File: config.mk
export PLATFORM = sky130hd
export DESIGN_NAME = fsm_job_arbiter_flat
export DESIGN_NICKNAME = d
export VERILOG_FILES = /design/src/rtl/fsm_job_arb_pkg.sv /design/src/rtl/fsm_job_arbiter_if.sv /design/src/rtl/rr_pick.sv /design/src/rtl/fsm_job_arbiter.sv /design/src/flat_wrapper.sv
export SDC_FILE = /design/constraint.sdc
export NUM_CORES = 1
export LEC_CHECK = 0
export ABC_AREA = 1
export CAP_MARGIN = 20
export CORE_MARGIN = 5
export CORE_UTILIZATION = 56
export CTS_BUF_LIST = sky130_fd_sc_hd__clkbuf_4
export CTS_CLUSTER_DIAMETER = 60
export DETAILED_ROUTE_END_ITERATION = 10
export PLACE_DENSITY = 0.87
export SYNTH_ARGS = -nofsm -noshare
export SYNTH_HDL_FRONTEND = slang
export SYNTH_SLANG_ARGS = --single-unit
File: constraint.sdc
create_clock -name clk -period 4.3 [get_ports clk]
set_input_delay 1.075 -clock clk [delete_from_list [all_inputs] [get_ports clk]]
set_output_delay 1.075 -clock clk [all_outputs]
set_load 0.005 [all_outputs]
File: src/rtl/fsm_job_arb_pkg.sv
// fsm_job_arb_pkg: shared state and outcome types for the job arbiter
package fsm_job_arb_pkg;
  typedef enum logic [1:0] {IDLE, START, WAIT, RELEASE} arb_state_e;
  typedef enum logic {OUT_DONE, OUT_ERR} arb_outcome_e;
endpackage

File: src/rtl/fsm_job_arbiter_if.sv
// fsm_job_arbiter_if: requester and worker signals of the job arbiter
interface fsm_job_arbiter_if #(
  parameter int NUM_REQ   = 4,
  parameter int ERR_CNT_W = 8
);
  logic [NUM_REQ-1:0]   req_i;
  logic [NUM_REQ-1:0]   gnt_o;
  logic [NUM_REQ-1:0]   done_o;
  logic [NUM_REQ-1:0]   err_o;
  logic                 busy_o;
  logic                 worker_start_o;
  logic                 worker_busy_i;
  logic                 worker_done_i;
  logic [ERR_CNT_W-1:0] err_cnt_o;
  modport slave (
    input  req_i, worker_busy_i, worker_done_i,
    output gnt_o, done_o, err_o, busy_o, worker_start_o, err_cnt_o
  );
  modport master (
    output req_i, worker_busy_i, worker_done_i,
    input  gnt_o, done_o, err_o, busy_o, worker_start_o, err_cnt_o
  );
endinterface

File: src/rtl/rr_pick.sv
// rr_pick: first set request at or above ptr, wrapping around
module rr_pick #(
  parameter int N = 4
) (
  input  logic [N-1:0]         req,
  input  logic [$clog2(N)-1:0] ptr,
  output logic                 valid,
  output logic [$clog2(N)-1:0] idx
);
  // Scan furthest offset first so the nearest set bit wins
  always_comb begin
    idx = '0;
    for (int i = N - 1; i >= 0; i--)
      if (req[(int'(ptr) + i) % N]) idx = $clog2(N)'((int'(ptr) + i) % N);
  end
  assign valid = |req;
endmodule

File: src/rtl/fsm_job_arbiter.sv
// fsm_job_arbiter: round-robin sequencer sharing one start/busy/done worker
module fsm_job_arbiter
  import fsm_job_arb_pkg::*;
#(
  parameter int NUM_REQ        = 4,
  parameter int TIMEOUT_CYCLES = 64,
  parameter int ERR_CNT_W      = 8
) (
  input  logic             clk,
  input  logic             rst_n,
  fsm_job_arbiter_if.slave bus
);
  localparam int IW = $clog2(NUM_REQ);
  localparam int CW = (TIMEOUT_CYCLES == 0) ? 1 : $clog2(TIMEOUT_CYCLES + 1);
  localparam logic [CW-1:0] CNT_LAST = CW'(TIMEOUT_CYCLES - 1);

  arb_state_e           r_state, w_next;
  arb_outcome_e         r_out;
  logic [IW-1:0]        r_idx, r_ptr, w_pick;
  logic [CW-1:0]        r_cnt;
  logic [ERR_CNT_W-1:0] r_err_cnt;
  logic                 w_valid, w_timeout;
  logic [NUM_REQ-1:0]   w_onehot;

  rr_pick #(.N(NUM_REQ)) u_pick (
    .req  (bus.req_i),
    .ptr  (r_ptr),
    .valid(w_valid),
    .idx  (w_pick)
  );

  assign w_timeout = (TIMEOUT_CYCLES != 0) && (r_cnt == CNT_LAST);
  assign w_next = (r_state == IDLE)  ? (w_valid ? START : IDLE) :
                  (r_state == START) ? WAIT :
                  (r_state == WAIT)  ? ((bus.worker_done_i || w_timeout) ? RELEASE : WAIT) :
                  IDLE;

  always_ff @(posedge clk or negedge rst_n) begin
    if (!rst_n) begin
      r_state   <= IDLE;
      r_out     <= OUT_DONE;
      r_idx     <= '0;
      r_ptr     <= '0;
      r_cnt     <= '0;
      r_err_cnt <= '0;
    end else begin
      r_state <= w_next;
      r_cnt   <= (r_state == WAIT) ? r_cnt + 1'b1 : '0;
      if (r_state == IDLE && w_valid) r_idx <= w_pick;
      // Done outranks a simultaneous timeout
      if (r_state == WAIT) r_out <= bus.worker_done_i ? OUT_DONE : OUT_ERR;
      if (r_state == RELEASE) begin
        r_ptr <= (r_idx == IW'(NUM_REQ - 1)) ? '0 : r_idx + 1'b1;
        if (r_out == OUT_ERR && !(&r_err_cnt)) r_err_cnt <= r_err_cnt + 1'b1;
      end
    end
  end

  assign w_onehot           = {{(NUM_REQ-1){1'b0}}, 1'b1} << r_idx;
  assign bus.gnt_o          = (r_state == START || r_state == WAIT) ? w_onehot : '0;
  assign bus.done_o         = (r_state == RELEASE && r_out == OUT_DONE) ? w_onehot : '0;
  assign bus.err_o          = (r_state == RELEASE && r_out == OUT_ERR) ? w_onehot : '0;
  assign bus.busy_o         = r_state != IDLE;
  assign bus.worker_start_o = r_state == START;
  assign bus.err_cnt_o      = r_err_cnt;
endmodule

File: src/flat_wrapper.sv
// flat-port wrapper written by rule: the top's interface ports become plain ports
module fsm_job_arbiter_flat import fsm_job_arb_pkg::*;
#(
  parameter int NUM_REQ        = 4,
  parameter int TIMEOUT_CYCLES = 64,
  parameter int ERR_CNT_W      = 8
)
  (clk, rst_n, bus_req_i, bus_worker_busy_i, bus_worker_done_i, bus_gnt_o, bus_done_o, bus_err_o, bus_busy_o, bus_worker_start_o, bus_err_cnt_o);
  fsm_job_arbiter_if #(.NUM_REQ(NUM_REQ), .ERR_CNT_W(ERR_CNT_W)) bus_i ();
  input  logic clk;
  input  logic rst_n;
  input wire logic [$bits(bus_i.req_i)-1:0] bus_req_i;
  input wire logic [$bits(bus_i.worker_busy_i)-1:0] bus_worker_busy_i;
  input wire logic [$bits(bus_i.worker_done_i)-1:0] bus_worker_done_i;
  output wire logic [$bits(bus_i.gnt_o)-1:0] bus_gnt_o;
  output wire logic [$bits(bus_i.done_o)-1:0] bus_done_o;
  output wire logic [$bits(bus_i.err_o)-1:0] bus_err_o;
  output wire logic [$bits(bus_i.busy_o)-1:0] bus_busy_o;
  output wire logic [$bits(bus_i.worker_start_o)-1:0] bus_worker_start_o;
  output wire logic [$bits(bus_i.err_cnt_o)-1:0] bus_err_cnt_o;
  assign bus_i.req_i = bus_req_i;
  assign bus_i.worker_busy_i = bus_worker_busy_i;
  assign bus_i.worker_done_i = bus_worker_done_i;
  assign bus_gnt_o = bus_i.gnt_o;
  assign bus_done_o = bus_i.done_o;
  assign bus_err_o = bus_i.err_o;
  assign bus_busy_o = bus_i.busy_o;
  assign bus_worker_start_o = bus_i.worker_start_o;
  assign bus_err_cnt_o = bus_i.err_cnt_o;
  fsm_job_arbiter #(.NUM_REQ(NUM_REQ), .TIMEOUT_CYCLES(TIMEOUT_CYCLES), .ERR_CNT_W(ERR_CNT_W)) u_core (.clk(clk), .rst_n(rst_n), .bus(bus_i));
endmodule
==> images/ff_map.png <==
Other sequential cells in the stronger grey, the rest of the logic in the fainter grey.
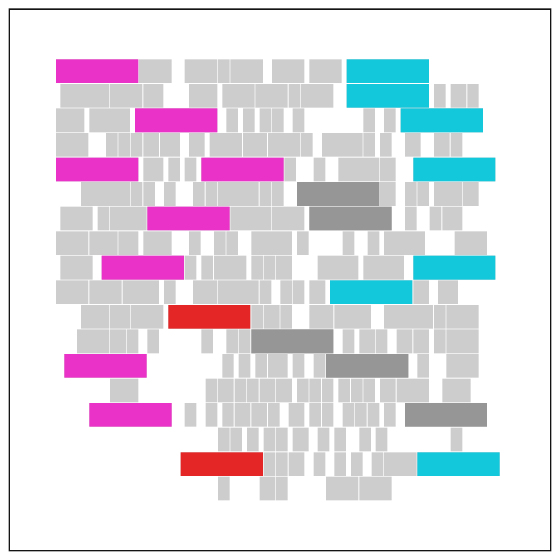
| colour | netlist name | sequential cells |
|---|---|---|
| cyan | u_core.r_cnt | 7 |
| magenta | u_core.bus.err_cnt_o | 8 |
| red | u_core.r_idx | 2 |
register cell area after layout: 551 sq um
final standard cell utilization of the core: 71.5%

==> images/gates.png <==
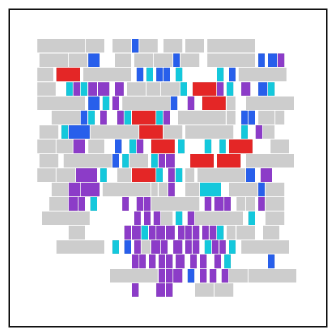
| colour | family | cells |
|---|---|---|
| purple | nand cells | 72 |
| cyan | inv cells | 33 |
| blue | nor cells | 23 |
| red | fa/ha/maj cells | 10 |

==> images/m2.png <==
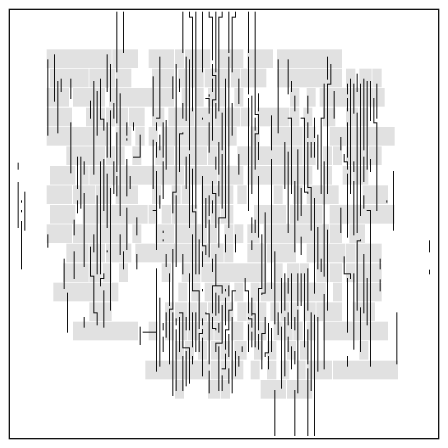
longest straight run: 27.4 um
wire length on this layer: 1730 um
nets with wire on the layer: 199
main direction: vertical

==> notes.md <==
Physical implementation.

- The flow ran to the end, and the final reports show no timing, DRC or antenna violations.
- For this run, the detailed router reports a per-instance via density of 5.25.
- The vias after detailed routing is 1280.
- The XOR/XNOR share of the synthesized area is 5.04%.
- Looking at the clock tree report, the maximum root-to-sink buffer count equals 2.
- STA classifies the critical path startpoint as a flop.
- Total power for the finished layout comes to 0.000951 W.
- For the worst min-delay path, the startpoint reported by OpenROAD is u_core.r_cnt[0].
- The area fraction in compound gates after synthesis is 3.69%.
- Counting tap cells, the placed design contains a total of 239 instances.
- The most common logic cell in the final layout is sky130_fd_sc_hd__nand2_1.
- In this run, post-CTS repair resized a total of 0 instances.
- For this run, the top clock speed supported by timing is 347 MHz.
- The number of global-route vias before repair is 1302.
- The number of antenna cells inserted is 0.
- The number of clock sinks is 22.
- At the pin with the least slew margin, the transition time is 0.549 ns.
- The count of TritonRoute iterations in the first routing pass is 4.
- The remaining routing DRC violations is 0.
- The instance area at placement is 1700 sq um.
- The total half-perimeter wirelength after legalization and detailed placement is 2470 um.
- The post-route clock period utilization is 67.1%.
- The class of the tightest hold or removal check is flop to flop.
- For reference, the top cells by count after synthesis are sky130_fd_sc_hd__nand2_1, sky130_fd_sc_hd__inv_1, sky130_fd_sc_hd__dfrtp_1, sky130_fd_sc_hd__nor2_1, sky130_fd_sc_hd__nand3_1.
- The number of antenna violations at the first check in global routing is 0.
- In this run the number of H-tree levels came out at 1.
- Along the worst hold path, the cell count comes to 1.
- The tool warning count for the run is 33.
- Counting I/O delays and the setup requirement, the final critical path takes 2.88 ns.
- The final hold slack is 0.487 ns.
- The CTS tree is yes.
- The synthesis-to-layout area growth is 25.0%.
- Per the final layout report, the fraction of cells sized above drive strength 1 comes to 6.07%.
- The first global-routing pass estimated 5590 um of wire.
- The final critical-path setup slack is 1.42 ns.
- The critical-path maximum fanout is 5.
- The remaining max-slew budget at the tightest pin is 63.0%.
- The floorplan has 18 rows.
- The startpoint of the worst-slack reg-to-reg timing path is u_core.r_state[0].
- The data arrival at the endpoint of the critical path is 1.81 ns.
- The sum of overflow across all layers after global routing is 0.
- The adder-cell area share of the yosys netlist is 9.00%.
- The root buffer cell chosen for the clock tree is sky130_fd_sc_hd__clkbuf_4.
- Per the synth stats, the proportion of register bits with asynchronous set or reset is 100%.
- The required time at the worst-slack endpoint is 3.22 ns.
- The post-detailed-routing wire length is 3120 um.
- According to the I/O placement log, the pin count is 30.
- The commonest register cell is sky130_fd_sc_hd__dfrtp_1.
- The routed wirelength normalized by instance count is 12.8 um.
- The final report lists a non-filler cell total of 244.
- The static leakage is 0.919 nW.
- Sequential elements use 39.6% of the synthesized area.
- For the completed layout, the total cell area is recorded as 1740 sq um.
- The chip height is 59.8 um.
- After synthesis, the cell types taking the most area are sky130_fd_sc_hd__dfrtp_1, sky130_fd_sc_hd__nand2_1, sky130_fd_sc_hd__ha_1.
- The synthesized netlist net count is 200.
- After floorplanning, the core was sized to cover 2430 sq um.
- In this run the post-CTS setup repair buffer count came out at 0.
- RePlAce ended its routability-driven mode at a weighted congestion of 0.792.
- The worst supply voltage drop on vdd is 0.419 mV.
- The total negative slack for setup checks is 0 ns.
- Setup repair after global routing left no endpoint under its margin.
- The total power density per cell area is 547 nW/um^2.
- The synth_stat.txt file lists the number of cells as 182.
- The insertion delay to the later sink of the worst-skew pair is 0.31 ns.
- The chip area is 3580 sq um.
- The count of flip-flops with a built-in enable after synthesis is 0.
- The layout filler cell count is 203.
- Entering global routing, the biggest net connects 23 pins.
- The capturing point of the worst reg2reg path is u_core.bus.err_cnt_o[1].
- The synthesized netlist cell count is 182.
- The register bit total from synthesis is 22.
- The number of hold violations in the final report is 0.
- The count of yosys warnings during synthesis is 0.
- The reported max-cap violation count is 0.
- For reference, the top logic cell family by area is simple AND/OR/NAND/NOR gates.
- In this run the horizontal extent of the chip is 59.8 um.
- Per the TritonCTS log, the buffer count is 3.
- The share of the core area taken by cells at floorplan is 57.2%.
- The largest area contributor in the netlist is sky130_fd_sc_hd__dfrtp_1.
- The top cell type by instance count after synthesis is sky130_fd_sc_hd__nand2_1.
- The setup skew after layout is 0.00392 ns.
- The setup slack of the worst register-to-register path is 2.76 ns.
- Of the total synthesized cell area, the portion taken by AND, OR, NAND and NOR gates is 30.2%.
- The final number of max-transition violations is 0.
- The per-instance average area after synthesis is 7.64 sq um.
- Yosys reports the multiplexer fraction of the synthesized area as 2.16%.
- The count of nets left with antenna violations once routing finished came out at 0.
- The hold buffer count at CTS is 0.
- The post-synth design cell area is 1390 sq um.
- The placement report lists the number of port buffers as 28.
- The worst-case reg-to-reg path depth is 5.
- The number of nets in the finished design is 233.
- The end-of-flow timing check tallies setup violations at 0.
- The area taken by multi-input combinational cells is reported as 697 sq um.
- Of the post-synthesis cell area, the dominant cell type holds 39.6%.
- For reference, the clock transition at the flip-flops on the worst setup and hold paths is 0.12 ns.
- The unique cell type count in the Yosys netlist is 22.
- Before CTS, the worst setup slack after placement is 1.76 ns.
- The top cell types in the final layout, fill and taps aside, are sky130_fd_sc_hd__nand2_1, sky130_fd_sc_hd__inv_1, sky130_fd_sc_hd__clkdlybuf4s50_1, sky130_fd_sc_hd__dfrtp_1, sky130_fd_sc_hd__nor2_1.
- Looking at the setup timing report, the critical path kind is flop to output pin.
- The iteration-0 DRC count of the detailed router is 67.
- Hold analysis lists the worst path endpoint as u_core.r_cnt[0].
==> images/m3.png <==
The bar under the picture is 20 um long.
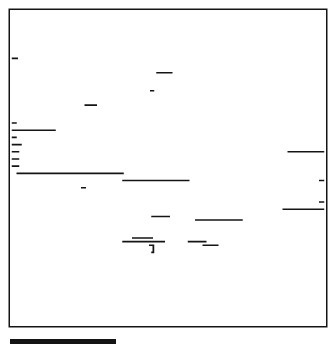
nets with wire on the layer: 22
share of all routed wire: 3.2%
wire length on this layer: 101 um

==> images/congestion_map.png <==
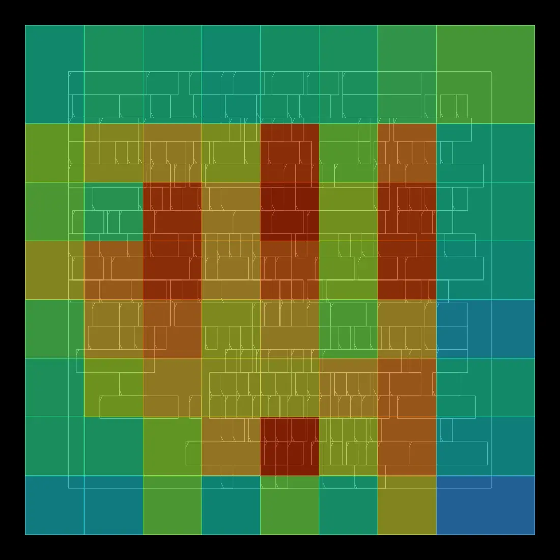
gr busiest metal: met2
overall routing resource usage: 20.3%

[registers in the layout, summed over array words and instances (netlist names)]
name / cells
u_core.r_idx: 2
u_core.r_state: 2
u_core.r_ptr: 2
u_core.r_cnt: 7
u_core.bus.err_cnt_o: 8
u_core.r_out: 1
[power breakdown]
| part | internal [W] | leakage (nW) | switching (W) |
|---|---|---|---|
| Sequential | 0.000265 | 0.289 | 0.0000685 |
| Combinational | 0.000234 | 0.615 | 0.000288 |
| Clock | 0.0000339 | 0.0154 | 0.0000626 |
[worst max path at each step]
| stage | slack [ns] | to | startpoint | cells past startpoint |
|---|---|---|---|---|
| after floorplan | 2.37 | bus_gnt_o[1] | u_core.r_state[0] | 4 |
| after global placement | 1.79 | bus_err_o[1] | u_core.r_state[0] | 4 |
| after detailed placement | 1.76 | bus_done_o[2] | u_core.r_state[0] | 4 |
| after CTS | 1.40 | bus_done_o[2] | u_core.r_state[1] | 4 |
| after global routing | 1.31 | bus_done_o[1] | u_core.r_state[0] | 4 |
| final | 1.42 | bus_gnt_o[3] | u_core.r_state[0] | 5 |
[critical path, stage by stage, from the launching register on]
cell and delay (ns):
sky130_fd_sc_hd__dfrtp_1 0.41, sky130_fd_sc_hd__inv_1 0.08, sky130_fd_sc_hd__ha_1 0.37, sky130_fd_sc_hd__nand2_1 0.08
sky130_fd_sc_hd__inv_1 0.07, sky130_fd_sc_hd__clkdlybuf4s50_1 0.50
[final cells by class]
type	count	area share (%)
Clock inverter	1	0.216
Sequential cell	22	31.7
Timing Repair Buffer	29	17.0
Tap cell	30	2.16
Inverter	33	7.56
Multi-Input combinational cell	126	40.1
Clock buffer	3	1.30
[metal layers]
layer,wire (um),up-vias,track usage (%)
met1,1240,615,23.8
li1,-,625,-
met3,100,6,3.46
met2,1730,34,35.6
met5,0,-,0
met4,54,0,9.18
No activity file was given, so power comes from the tool's default toggle rates.
